Design scope_capture_ctrl, sky130hd; sources not shown.
port_trees.png
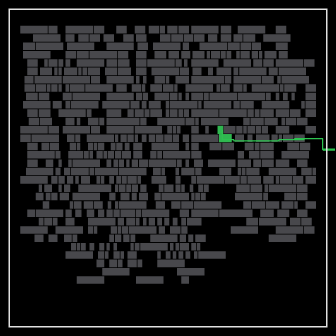
| color | port | bits | direction | edge | end cells | buffers | wire |
|---|---|---|---|---|---|---|---|
| green | trig_edge | 1 | input | right | 2 | 1 | 43.9 um |
Boundary Pins: 64
Port Buffer Count: 63

placed.png
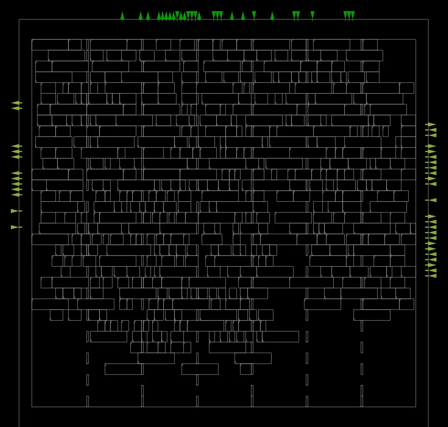
core area: 8930 um^2
fraction of area in registers: 39.1%
row count: 34
fin util: 63.8%
Post-Layout Cell Count: 633

m3.png
Bar = 20 um.
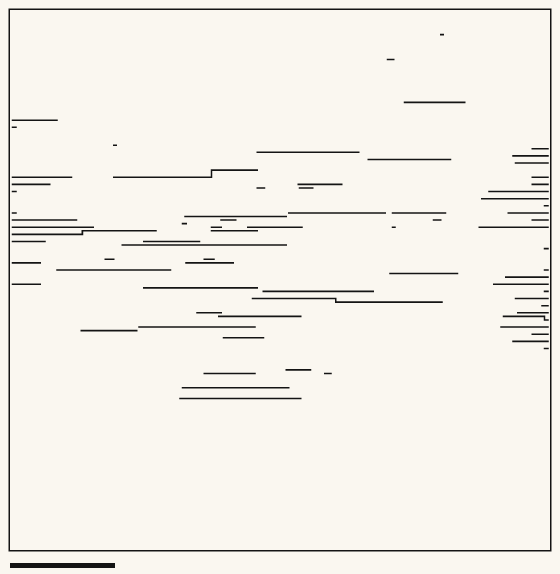
main direction: horizontal
share of all routed wire: 6.6%
wire length on this layer: 684 um
nets with wire on the layer: 62
longest straight run: 31.3 um
final wirelength: 10.3 mm
via count: 3795
routing usage on met3: 5.48%

gates.png
Bar = 20 um.
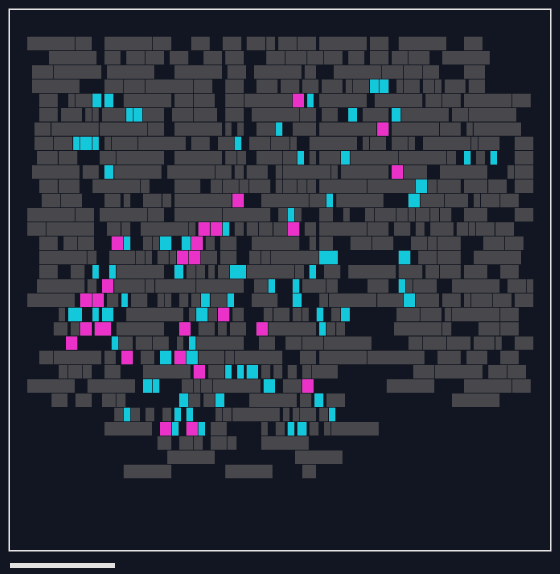
| color | family | cells | most used |
|---|---|---|---|
| magenta | and/or cells | 26 | and3_1 |
| cyan | nand cells | 70 | nand2_1 |
combinational share of cell area: 41.3%
Top cell excl fill/tap: dfrtp_1

util_map.png
The die is cut into 10 by 10 equal tiles; black is low, pale yellow is high, 0 to 100% covered.
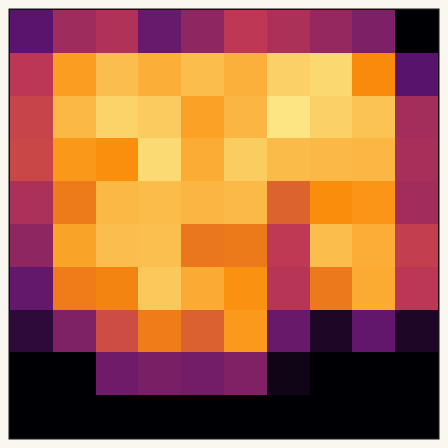
emptiest ninth of the die: lower right
nearly empty tiles: 16%
fullest tile: 94%
tiles over 75% full: 39%
mean over tiles: 53%
Starting Density: 52.6%

==> results.ini <==
[outcome]
outcome = finished, final reports clean

[pwr]
sw_frac_of_total_pct = 25.5
seq_power_uw = 516
power_switching_uw = 270
pg_comb_uw = 142
clockPowerShare_pct = 37.8

[synth]
avgSynthCellArea_um2 = 10.3
syn-num-nets = 509
synthTopCellsByArea = dfrtp_1 (47%), mux2_2 (7.2%), ha_1 (5.3%)
ys_cells = 457
ys.flops = 89
syn_inst = 457

[cts]
cts_buffers = 9
htreeDepth = 3
hold_buffers = 0
clock_latency_ps = 360
cts_sinks = 89
ctsResizeCount = 0

[sta]
setup_ws_ps = 3350
period_minus_slack_ps = 4750
setup_viol = 0
fmax_mhz = 211

[placement]
place_ws_ps = 2990
dp.cells = 617

[global_route]
grt.busiest_layer = met2
antenna_found_initial = 0
met2_usage_pct = 33.0

[detailed_routing]
met1Wirelength_mm = 4.40

[finish]
final-nonclk-buf-share_pct = 11.6
syn2layout_area_growth_pct = 21.4
largest_register_ffs = 32
fin_area_um2 = 5700

[worst_setup_path]
cp_num_cells = 11

